run_1/clk_routes.png
Scale bar: 20 um.
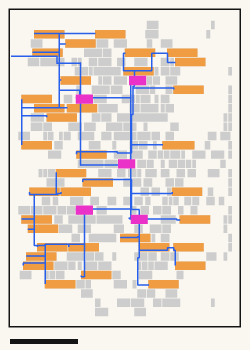
run_1/clocks.png
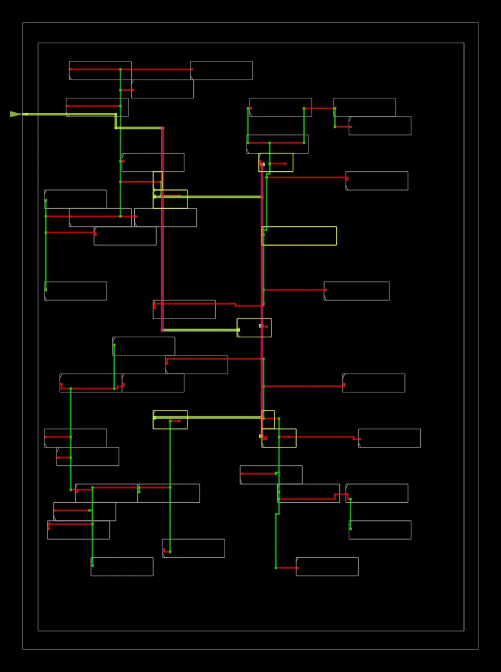
run_1/flops_by_reg.png
Scale bar: 20 um.
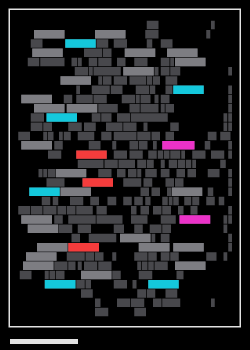
run_1/detail.png
Region (36, 8) to (66, 38) um. Cells in grey, sequential cells in the stronger grey; small squares are vias.
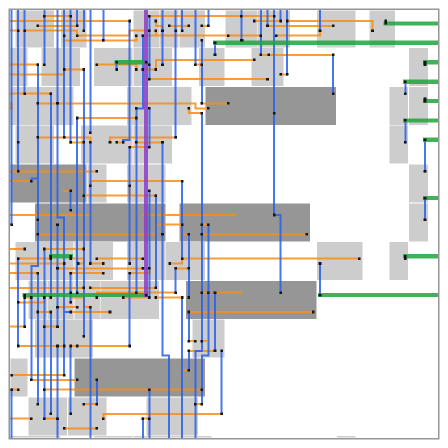
--- src/rtl/int_arbiter_if.sv ---
// ----------------------------------------------------------------------------
// int_arbiter_if
// Bus window (Bridge side) and CPU interrupt handshake for int_arbiter.
//   Addr    word address [31:2]; only [3:2] is decoded by the arbiter
//   WE      register write strobe, one cycle per write
//   Din     write data
//   Dout    read data, combinational from Addr[3:2]
//   HWInt   pending & mask, to the CPU HWInt input
//   int_req registered interrupt request
//   int_id  index of requested source, valid while int_req=1
//   int_ack CPU acknowledge, single-cycle pulse
// master = Bridge/CPU side, slave = arbiter side.
// ----------------------------------------------------------------------------
interface int_arbiter_if #(
    parameter int N_SRC = 6
);
    logic [31:2]      Addr;
    logic             WE;
    logic [31:0]      Din;
    logic [31:0]      Dout;
    logic [N_SRC-1:0] HWInt;
    logic             int_req;
    logic [2:0]       int_id;
    logic             int_ack;

    modport master (
        output Addr, WE, Din, int_ack,
        input  Dout, HWInt, int_req, int_id
    );

    modport slave (
        input  Addr, WE, Din, int_ack,
        output Dout, HWInt, int_req, int_id
    );
endinterface

--- src/rtl/int_arbiter.sv ---
// ----------------------------------------------------------------------------
// int_arbiter
// Latches, masks and prioritises up to N_SRC interrupt sources and runs a
// request / acknowledge / end-of-interrupt handshake with the CPU.
// Register window (Addr[3:2]):
//   0 PENDING  read; edge-mode bits are write-1-to-clear
//   1 MASK     read/write, 1 = enabled
//   2 EDGE     read/write, 1 = rising-edge mode, 0 = level mode
//   3 STATUS   read {state[17:16], int_req[8], int_id[2:0]}; any write = EOI
// Ports:
//   clk    system clock
//   reset  asynchronous, active-low
//   src    raw IRQ lines, synchronous to clk
//   bus    int_arbiter_if.slave (register window + CPU handshake)
// ----------------------------------------------------------------------------

// Per-source capture: one-cycle input stage, then edge detect or level follow.
module int_arbiter_cell (
    input  logic clk,
    input  logic reset,
    input  logic src,
    input  logic edge_mode,
    input  logic w1c,
    input  logic ack_clr,
    output logic pending
);
    logic src_q, src_qq, pend_e;

    // The rising edge is detected on the registered copy, so an edge bit
    // sets one edge after src is first sampled.
    always_ff @(posedge clk or negedge reset) begin
        if (!reset) begin
            src_q  <= 1'b0;
            src_qq <= 1'b0;
            pend_e <= 1'b0;
        end else begin
            src_q  <= src;
            src_qq <= src_q;
            if (!edge_mode)
                pend_e <= 1'b0;
            else if (src_q && !src_qq)
                pend_e <= 1'b1;          // a new edge beats a same-cycle clear
            else if (w1c || ack_clr)
                pend_e <= 1'b0;
        end
    end

    // Level sources simply follow the sampled line.
    assign pending = edge_mode ? pend_e : src_q;
endmodule

module int_arbiter #(
    parameter int N_SRC = 6
) (
    input  logic             clk,
    input  logic             reset,
    input  logic [N_SRC-1:0] src,
    int_arbiter_if.slave     bus
);
    typedef enum logic [1:0] {
        IDLE    = 2'd0,
        REQ     = 2'd1,
        SERVICE = 2'd2
    } state_t;

    state_t           state_q, state_d;
    logic             int_req_q, int_req_d;
    logic [2:0]       int_id_q, int_id_d;
    logic [N_SRC-1:0] mask_q, edge_q;
    logic [N_SRC-1:0] pending, hw, w1c, ack_clr;
    logic [2:0]       winner;
    logic [1:0]       sel;
    logic             eoi, ack_fire;
    logic             unused_bus;

    assign sel        = bus.Addr[3:2];
    assign eoi        = bus.WE && (sel == 2'd3);
    assign ack_fire   = (state_q == REQ) && bus.int_ack;
    assign w1c        = (bus.WE && (sel == 2'd0)) ? bus.Din[N_SRC-1:0] : '0;
    assign unused_bus = ^{bus.Addr[31:4], bus.Din};

    // Ack clears only the source being serviced; the cell ignores it in level mode.
    always_comb begin
        ack_clr = '0;
        for (int i = 0; i < N_SRC; i++)
            ack_clr[i] = ack_fire && (int_id_q == 3'(i));
    end

    for (genvar i = 0; i < N_SRC; i++) begin : g_src
        int_arbiter_cell u_cell (
            .clk       (clk),
            .reset     (reset),
            .src       (src[i]),
            .edge_mode (edge_q[i]),
            .w1c       (w1c[i]),
            .ack_clr   (ack_clr[i]),
            .pending   (pending[i])
        );
    end

    assign hw        = pending & mask_q;
    assign bus.HWInt = hw;

    // Lowest index wins: scan downwards so the last hit is the smallest.
    always_comb begin
        winner = 3'd0;
        for (int i = N_SRC - 1; i >= 0; i--)
            if (hw[i]) winner = 3'(i);
    end

    always_ff @(posedge clk or negedge reset) begin
        if (!reset) begin
            mask_q <= '0;
            edge_q <= '0;
        end else if (bus.WE) begin
            if (sel == 2'd1) mask_q <= bus.Din[N_SRC-1:0];
            if (sel == 2'd2) edge_q <= bus.Din[N_SRC-1:0];
        end
    end

    always_ff @(posedge clk or negedge reset) begin
        if (!reset) begin
            state_q   <= IDLE;
            int_req_q <= 1'b0;
            int_id_q  <= 3'd0;
        end else begin
            state_q   <= state_d;
            int_req_q <= int_req_d;
            int_id_q  <= int_id_d;
        end
    end

    always_comb begin
        state_d   = state_q;
        int_req_d = int_req_q;
        int_id_d  = int_id_q;
        unique case (state_q)
            IDLE: if (|hw) begin
                int_id_d  = winner;
                int_req_d = 1'b1;
                state_d   = REQ;
            end
            // int_id is frozen here; later arrivals wait for the next round.
            REQ: if (bus.int_ack) begin
                int_req_d = 1'b0;
                state_d   = SERVICE;
            end
            SERVICE: if (eoi) state_d = IDLE;
            default: begin
                state_d   = IDLE;
                int_req_d = 1'b0;
            end
        endcase
    end

    assign bus.int_req = int_req_q;
    assign bus.int_id  = int_id_q;

    always_comb begin
        bus.Dout = '0;
        unique case (sel)
            2'd0: bus.Dout[N_SRC-1:0] = pending;
            2'd1: bus.Dout[N_SRC-1:0] = mask_q;
            2'd2: bus.Dout[N_SRC-1:0] = edge_q;
            2'd3: begin
                bus.Dout[2:0]   = int_id_q;
                bus.Dout[8]     = int_req_q;
                bus.Dout[17:16] = state_q;
            end
            default: bus.Dout = '0;
        endcase
    end
endmodule

--- src/flat_wrapper.sv ---
// flat-port wrapper written by rule: the top's interface ports become plain ports
module int_arbiter_flat 
#(
    parameter int N_SRC = 6
)
  (clk, reset, src, bus_Addr, bus_WE, bus_Din, bus_int_ack, bus_Dout, bus_HWInt, bus_int_req, bus_int_id);
  int_arbiter_if #(.N_SRC(N_SRC)) bus_i ();
  input  logic clk;
  input  logic reset;
  input  logic [N_SRC-1:0] src;
  input wire logic [$bits(bus_i.Addr)-1:0] bus_Addr;
  input wire logic [$bits(bus_i.WE)-1:0] bus_WE;
  input wire logic [$bits(bus_i.Din)-1:0] bus_Din;
  input wire logic [$bits(bus_i.int_ack)-1:0] bus_int_ack;
  output wire logic [$bits(bus_i.Dout)-1:0] bus_Dout;
  output wire logic [$bits(bus_i.HWInt)-1:0] bus_HWInt;
  output wire logic [$bits(bus_i.int_req)-1:0] bus_int_req;
  output wire logic [$bits(bus_i.int_id)-1:0] bus_int_id;
  assign bus_i.Addr = bus_Addr;
  assign bus_i.WE = bus_WE;
  assign bus_i.Din = bus_Din;
  assign bus_i.int_ack = bus_int_ack;
  assign bus_Dout = bus_i.Dout;
  assign bus_HWInt = bus_i.HWInt;
  assign bus_int_req = bus_i.int_req;
  assign bus_int_id = bus_i.int_id;
  int_arbiter #(.N_SRC(N_SRC)) u_core (.clk(clk), .reset(reset), .src(src), .bus(bus_i));
endmodule
--- config.mk ---
export PLATFORM = sky130hd
export DESIGN_NAME = int_arbiter_flat
export DESIGN_NICKNAME = d
export VERILOG_FILES = /design/src/rtl/int_arbiter_if.sv /design/src/rtl/int_arbiter.sv /design/src/flat_wrapper.sv
export SDC_FILE = /design/constraint.sdc
export NUM_CORES = 1
export LEC_CHECK = 0
export ABC_AREA = 0
export CAP_MARGIN = 10
export CORE_ASPECT_RATIO = 1.4
export CORE_MARGIN = 2
export CORE_UTILIZATION = 33
export CTS_CLUSTER_SIZE = 25
export DETAILED_ROUTE_END_ITERATION = 6
export PLACE_DENSITY_LB_ADDON = 0.08
export SLEW_MARGIN = 20
export SYNTH_ARGS = -nofsm -noshare
export SYNTH_HDL_FRONTEND = slang
export SYNTH_SLANG_ARGS = --single-unit
--- constraint.sdc ---
create_clock -name clk -period 1.3 [get_ports clk]
set_input_delay 0.195 -clock clk [delete_from_list [all_inputs] [get_ports clk]]
set_output_delay 0.195 -clock clk [all_outputs]
set_load 0.02 [all_outputs]
==> run summary, run 1 <==
yosys + openroad results -> outcome=finished with violations, failing checks=setup timing, Fillers=494, Leak=1.38 nW, CTS tree=built, Vias=1589, placed insts=318, most frequent cells in the layout=51 x buf_4, 35 x dfrtp_1, 23 x conb_1, 17 x nand2_1, 17 x buf_6, io pins=114, Final Cycle Share=140%, Worst Setup Start Kind=flip-flop, initial antenna violation count=0, Area Overhead vs Synth=55.5%, RSZ-0062 raised after global routing=yes, number of enable flip-flop cells=0, cts hold-fix bufs=0, Floorplan Core Area=5490 um2, Die Y=92.8 um, 1st-pass router iterations=4, HP Class=input pin to async pin, Seq share, synth=48.5%, layout cell share with drive strength beyond 1=48.5%, mapped cell area=1860 um2, Final Non-Filler Cells=336, crit path DRT=1.11 ns, Final nets=339, CTS root buffer=clkbuf_8, stage-log warning count=83, Die Area=6250 um2, PortBufs=36, Synth flops=36, Iter 0 DRT Violations=52, ANT cells=0, Max H-tree Level=2, Top FF cell, synth=dfrtp_1, Area leader share=48.5%, antenna-violating nets left=0, final worst slack=-0.517 ns, min Tclk post-route=1.82 ns, synth warn=0, Max Root-Sink Buffers=2, grt total ovfl=0, FP Rows=32, Reg2Reg Setup Slack=-0.36 ns, max_cap viols=0, drt total wl=5.04 mm, vias in the first global route=1583, peak supply drop=0.856 mV, Pins Over Slew Limit=0, placer congestion estimate=0.822, Yosys Chip Area=1860 um2, Post-Synthesis Cells=170, Pwr per Cell Area=1630 nW/um2, main area contributors=dfrtp_1 48%, buf_4 9.3%, mux2_2 9.1%, clock slew at reported path FFs=0.07 ns, global-route usage over all layers=17.4%, Yosys Instances=170, endpoints failing hold=0, Avg Inst Size Synth=10.9 um2, Synth cell types=39, routed len/inst=15.0 um, HPWL Detailed=3.66 mm, Synth area leader=dfrtp_1, Commonest Layout Cell=buf_4, critical path class=flip-flop to primary output, nature of the critical path endpoint=primary output, critical-path maximum fanout=2, Via-to-Cell Ratio=4.73, Max Clk Rate=0.550 GHz, async set-or-reset flop fraction in the synthesized netlist=100%, hold slack=0.271 ns, chip width=67.4 um, detailed-route DRC error count=0, Worst EP arrival=1.62 ns, floorplan utilization=33.9%, endpoints failing setup=21, largest net degree at the start of global routing=37, first-pass GRT wire length=7.95 mm
## Picture notes: clk_routes.png
Magenta marks clock drivers, count 5. Blue marks clock wires, length 528 um. Orange marks flip-flops, count 36.
There are 6 routed clock nets.
final clock skew: 0.00432 ns
clock network power: 0.000986 W
Clock power frac: 20.9%
Late-Pin Clk Latency: 0.29 ns

## Picture notes: clocks.png
# clk buffers: 6
total CTS buffers: 5
Flop Count: 36
Clock Sink Count: 36

## Picture notes: flops_by_reg.png
Red marks u_core.bus.int_id, flops 3. Cyan marks u_core.g_src.u_cell.pend_e, flops 6. Magenta marks u_core.state_q, flops 2.
Another 25 sequential cells are not coloured.
Seq/total area: 31.2%
Register Area: 902 um2

## Picture notes: detail.png
Green marks metal 3. Blue marks metal 2. Orange marks metal 1. Purple marks metal 4.
Most frequent: buf_4 (9), conb_1 (7), dfrtp_1 (6). Sequential cells in the window: 6. 50 logic cells have their middle in the window.

run 1: registers in the layout (all words and copies together) (netlist names):
| signal | flops |
|---|---|
| u_core.mask_q | 6 |
| u_core.g_src.u_cell.src_qq | 6 |
| u_core.edge_q | 6 |
| u_core.state_q | 2 |
| u_core.g_src.u_cell.src_q | 6 |
| u_core.bus.int_id | 3 |
| u_core.bus.int_req | 1 |
| u_core.g_src.u_cell.pend_e | 6 |
run 1: power by group:
| part | total [W] | leakage [nW] | internal, W | switching [W] |
|---|---|---|---|---|
| clock | 0.000986 | 0.0552 | 0.000569 | 0.000416 |
| sequential | 0.00148 | 0.435 | 0.00133 | 0.000153 |
| combinational | 0.00225 | 0.892 | 0.00117 | 0.00108 |
run 1: cell usage after synthesis, types with 2 or more instances:
library cell / count
nand2b_1: 5
a22o_1: 2
nor2_1: 7
nand4_1: 3
mux2i_1: 2
a21boi_1: 2
o21ai_0: 11
mux2_2: 15
and3_1: 3
nor3b_1: 2
nand3_1: 5
dfrtp_1: 36
nand2_1: 18
and2_1: 3
buf_4: 23
a21oi_1: 2
clkbuf_1: 2
o211ai_1: 2
mux4_2: 2
inv_1: 5
nand3b_1: 2
run 1: critical path: stages, from the launching register on:
cell	delay, ns
dfrtp_1	0.40
mux2_4	0.31
mux4_2	0.47
buf_6	0.15
run 1: what timing repair did:
item,4_1_cts,5_1_grt
pin swaps,13,8
setup buffers,7,6
resized,128,24
setup endpoints to repair,42,27
run 1: kinds of logic after synthesis:
logic type,share of synthesized area (%)
compound gates,11.6
buf+inv,10.9
flops,48.5
mux,14.8
other cells,0.202
simple gates,14.0
run 1: final timing paths:
kind | from | endpoint | depth (start not counted)
worst max-delay path | u_core.edge_q[1] | bus_Dout[1] | 3
worst min-delay path | reset | u_core.mask_q[3] | 2
worst max register to register | u_core.edge_q[0] | u_core.bus.int_id[0] | 6
worst min register to register | u_core.g_src[2].u_cell.src_q | u_core.g_src[2].u_cell.src_qq | 0
max in group asynchronous | reset | u_core.state_q[0] | 2
min in group clk | src[3] | u_core.g_src[3].u_cell.src_q | 1
run 1: cell type report:
type                            count  area (um2)  share of cell area, %
Timing Repair Buffer               93         792                   27.4
Tap cell                           68        85.1                   2.94
Clock inverter                      2        35.0                   1.21
Clock buffer                        6        72.6                   2.51
Sequential cell                    36         902                   31.2
Multi-Input combinational cell    125         980                   33.9
Inverter                            6        22.5                  0.780
run 1: per-layer routing:
metal  global-route usage, %  routed length [um]  vias up
li1                        -                   -      752
met1                    20.6                2030      775
met2                    29.0                2640       52
met3                    4.25                 243       10
met4                    7.65                 126        0
met5                       0                   0        -
run 1: stage by stage:
stage / setup WS, ns / cell area, um2 / setup TNS (ns) / total power (W) / utilization, %
after floorplan: -0.142 / 1950 / -0.556 / 0.00242 / -
after global placement: -0.819 / 2580 / -17.85 / 0.00333 / 47.1
after detailed placement: -0.811 / 2580 / -18.21 / 0.00336 / 47.1
after CTS: -0.522 / 2810 / -4.97 / 0.00456 / 51.2
after global routing: -0.559 / 2890 / -6.92 / 0.00497 / 52.7
final: -0.517 / 2890 / -5.43 / 0.00471 / 52.7
run_1/sizes.png
Scale bar: 20 um.
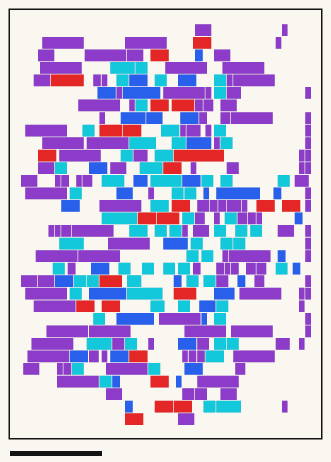

## Run 2: what changed since run 1
--- a/config.mk
+++ b/config.mk
@@ -13,6 +13,7 @@
 export CTS_CLUSTER_SIZE = 25
 export DETAILED_ROUTE_END_ITERATION = 6
 export PLACE_DENSITY_LB_ADDON = 0.08
+export SKIP_CTS_REPAIR_TIMING = 1
 export SLEW_MARGIN = 20
 export SYNTH_ARGS = -nofsm -noshare
 export SYNTH_HDL_FRONTEND = slang
run_2/sizes.png
Scale bar: 20 um.
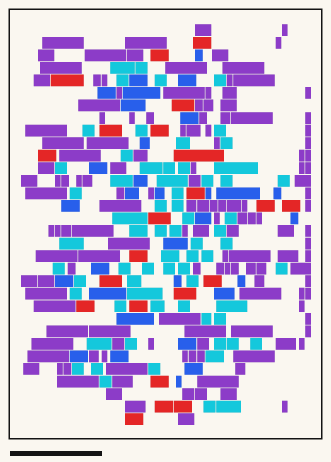
Blue marks _2 cells, cells 31. Red marks _6 and larger, cells 22. Purple marks _0 and _1 cells, cells 144. Cyan marks _3 and _4 cells, cells 67.
final worst slack: -0.519 ns
Final Cell Area: 2880 um2
Area Overhead vs Synth: 55.0%
bufs w/o clock: 89

==> run 2 against run 1 <==
The flow still finishes with violations (setup timing). Sequential cell count unchanged. Final area down 0.30%. Register-to-register slack better by 0.07 ns. Highest routed layer unchanged.
==> run summary, run 2 <==
yosys + openroad results -> chip width=67.4 um (unchanged), Pwr per Cell Area=1610 nW/um2 (was 1630 nW/um2), HP Class=input pin to async pin (unchanged), Max Clk Rate=0.550 GHz (about the same), clock slew at reported path FFs=0.07 ns (about the same), endpoints failing setup=20 (was 21), antenna-violating nets left=0 (unchanged), placed insts=318 (unchanged), nature of the critical path endpoint=primary output (unchanged), XORs/XNORs by Area=0% (unchanged), number of enable flip-flop cells=0 (unchanged), Synth cell types=39 (unchanged), stage-log warning count=82 (was 83), failing checks=setup timing (unchanged), HPWL Detailed=3.66 mm (unchanged), io pins=114 (unchanged), detailed-route DRC error count=0 (unchanged), Yosys top cell by instances=dfrtp_1 (unchanged), routed len/inst=15.1 um (was 15.0 um), placer congestion estimate=0.822 (unchanged), yosys aoi share=11.6% (unchanged), Clock Sink Count=36 (unchanged), synth cell count leaders=36 x dfrtp_1, 23 x buf_4, 18 x nand2_1, 15 x mux2_2, 11 x o21ai_0 (unchanged), Area leader share=48.5% (unchanged), FP Rows=32 (unchanged), Synth area leader=dfrtp_1 (unchanged), outcome=finished with violations (unchanged), met3 global-route usage=4.01% (was 4.25%), Yosys Chip Area=1860 um2 (unchanged), Die Area=6250 um2 (unchanged), Global Route met1 Usage=20.6% (about the same), Top FF cell, synth=dfrtp_1 (unchanged), Via-to-Cell Ratio=4.74 (was 4.73), critical-path maximum fanout=2 (unchanged), Post-Synthesis Cells=170 (unchanged), main area contributors=dfrtp_1 48%, buf_4 9.3%, mux2_2 9.1% (unchanged), Worst EP arrival=1.62 ns (about the same), most frequent cells in the layout=49 x buf_4, 35 x dfrtp_1, 23 x conb_1, 17 x nand2_1 (was 51 x buf_4, 35 x dfrtp_1, 23 x conb_1, 17 x nand2_1, 17 x buf_6), min Tclk post-route=1.82 ns (about the same), met2 usage=27.6% (was 29.0%), final worst slack=-0.519 ns (was -0.517 ns), Yosys Instances=170 (unchanged), vias in the first global route=1500 (was 1583), Avg Inst Size Synth=10.9 um2 (unchanged), endpoints failing hold=0 (unchanged), largest net degree at the start of global routing=37 (unchanged), Synth flops=36 (unchanged), peak supply drop=0.793 mV (was 0.856 mV), synth warn=0 (unchanged), yosys simple share=14.0% (unchanged), layout cell share with drive strength beyond 1=45.5% (was 48.5%), crit path DRT=1.11 ns (about the same), total power=0.00463 W (was 0.00471 W), max_cap viols=0 (unchanged), hold slack=0.268 ns (was 0.271 ns), crit path launch=u_core.edge_q[1] (unchanged), Floorplan Core Area=5490 um2 (unchanged), CTS root buffer=clkbuf_8 (unchanged), Adders+Majority by Area=0% (unchanged), final clock skew=0.00633 ns (was 0.00432 ns), comb area leader=multiplexers (unchanged), Final nets=335 (was 339), initial antenna violation count=0 (unchanged), PortBufs=36 (unchanged), total CTS buffers=5 (unchanged)
run_2/detail.png
Region (36, 8) to (66, 38) um. Cells in grey, sequential cells in the stronger grey; small squares are vias.
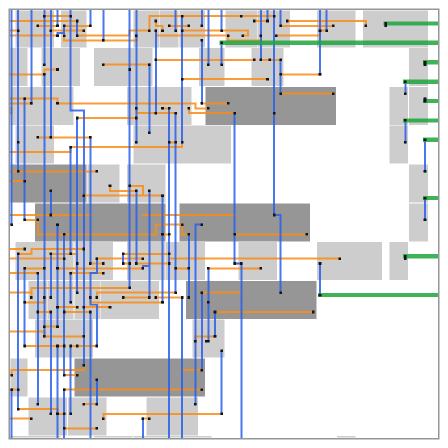
Green marks metal 3. Blue marks metal 2. Orange marks metal 1.
49 logic cells have their middle in the window. Sequential cells in the window: 6. Most frequent: buf_4 (8), conb_1 (7), dfrtp_1 (6).

==> run 2: cell type report <==
cell class              instances  area [um2]
inverters                       6        25.0
clock buffers                   6        72.6
well taps                      68        85.1
flip-flops and latches         36         902
multi-input cells             125         971
clock inverters                 2        35.0
fillers                       493        2610
repair buffers                 89         790
==> run 2: per-layer routing <==
metal	wire length, um	vias to the layer above	share of wire (%)
li1	-	738	-
met1	2100	777	42
met2	2600	54	52
met3	231	6	4.6
met4	71	0	1.4
met5	0	-	0
==> run 2: power breakdown <==
| group | leakage (nW) | switching (W) | internal (W) |
|---|---|---|---|
| Combinational | 0.932 | 0.00102 | 0.00114 |
| Clock | 0.0552 | 0.000422 | 0.000569 |
| Sequential | 0.435 | 0.000159 | 0.00133 |
| Total | 1.42 | 0.00160 | 0.00303 |
==> run 2: per-stage QoR <==
step | instance area (um2) | setup WS [ns]
floorplan | 1950 | -0.142
global placement | 2580 | -0.819
detailed placement | 2580 | -0.811
CTS | 2690 | -0.927
global route | 2880 | -0.559
finish | 2880 | -0.519
==> run 2: final timing paths <==
path	to	slack [ns]	cells past startpoint
worst max-delay path	bus_Dout[1]	-0.52	3
worst min-delay path	u_core.g_src[2].u_cell.src_q	0.27	2
worst max register to register	u_core.bus.int_id[0]	-0.29	6
worst min register to register	u_core.g_src[2].u_cell.src_qq	0.41	0
max in group asynchronous	u_core.state_q[0]	0.84	2
min in group clk	u_core.g_src[3].u_cell.src_q	0.34	1
==> run 2: cells by family (layout without fill, tap and decap cells) <==
family / count (synthesis) / in the layout
and+or+nand+nor: 52 / 52
DFF: 36 / 36
buffers and inverters: 31 / 103
AOI/OAI and AO/OA: 29 / 29
muxes: 21 / 21
other: 1 / 23
==> run 2: critical path, stage by stage (launching register included) <==
cell     delay (ns)
dfrtp_1        0.40
mux2_4         0.31
mux4_2         0.47
buf_6          0.15
Power figures rest on the tool's default switching activity, not on a simulated workload.
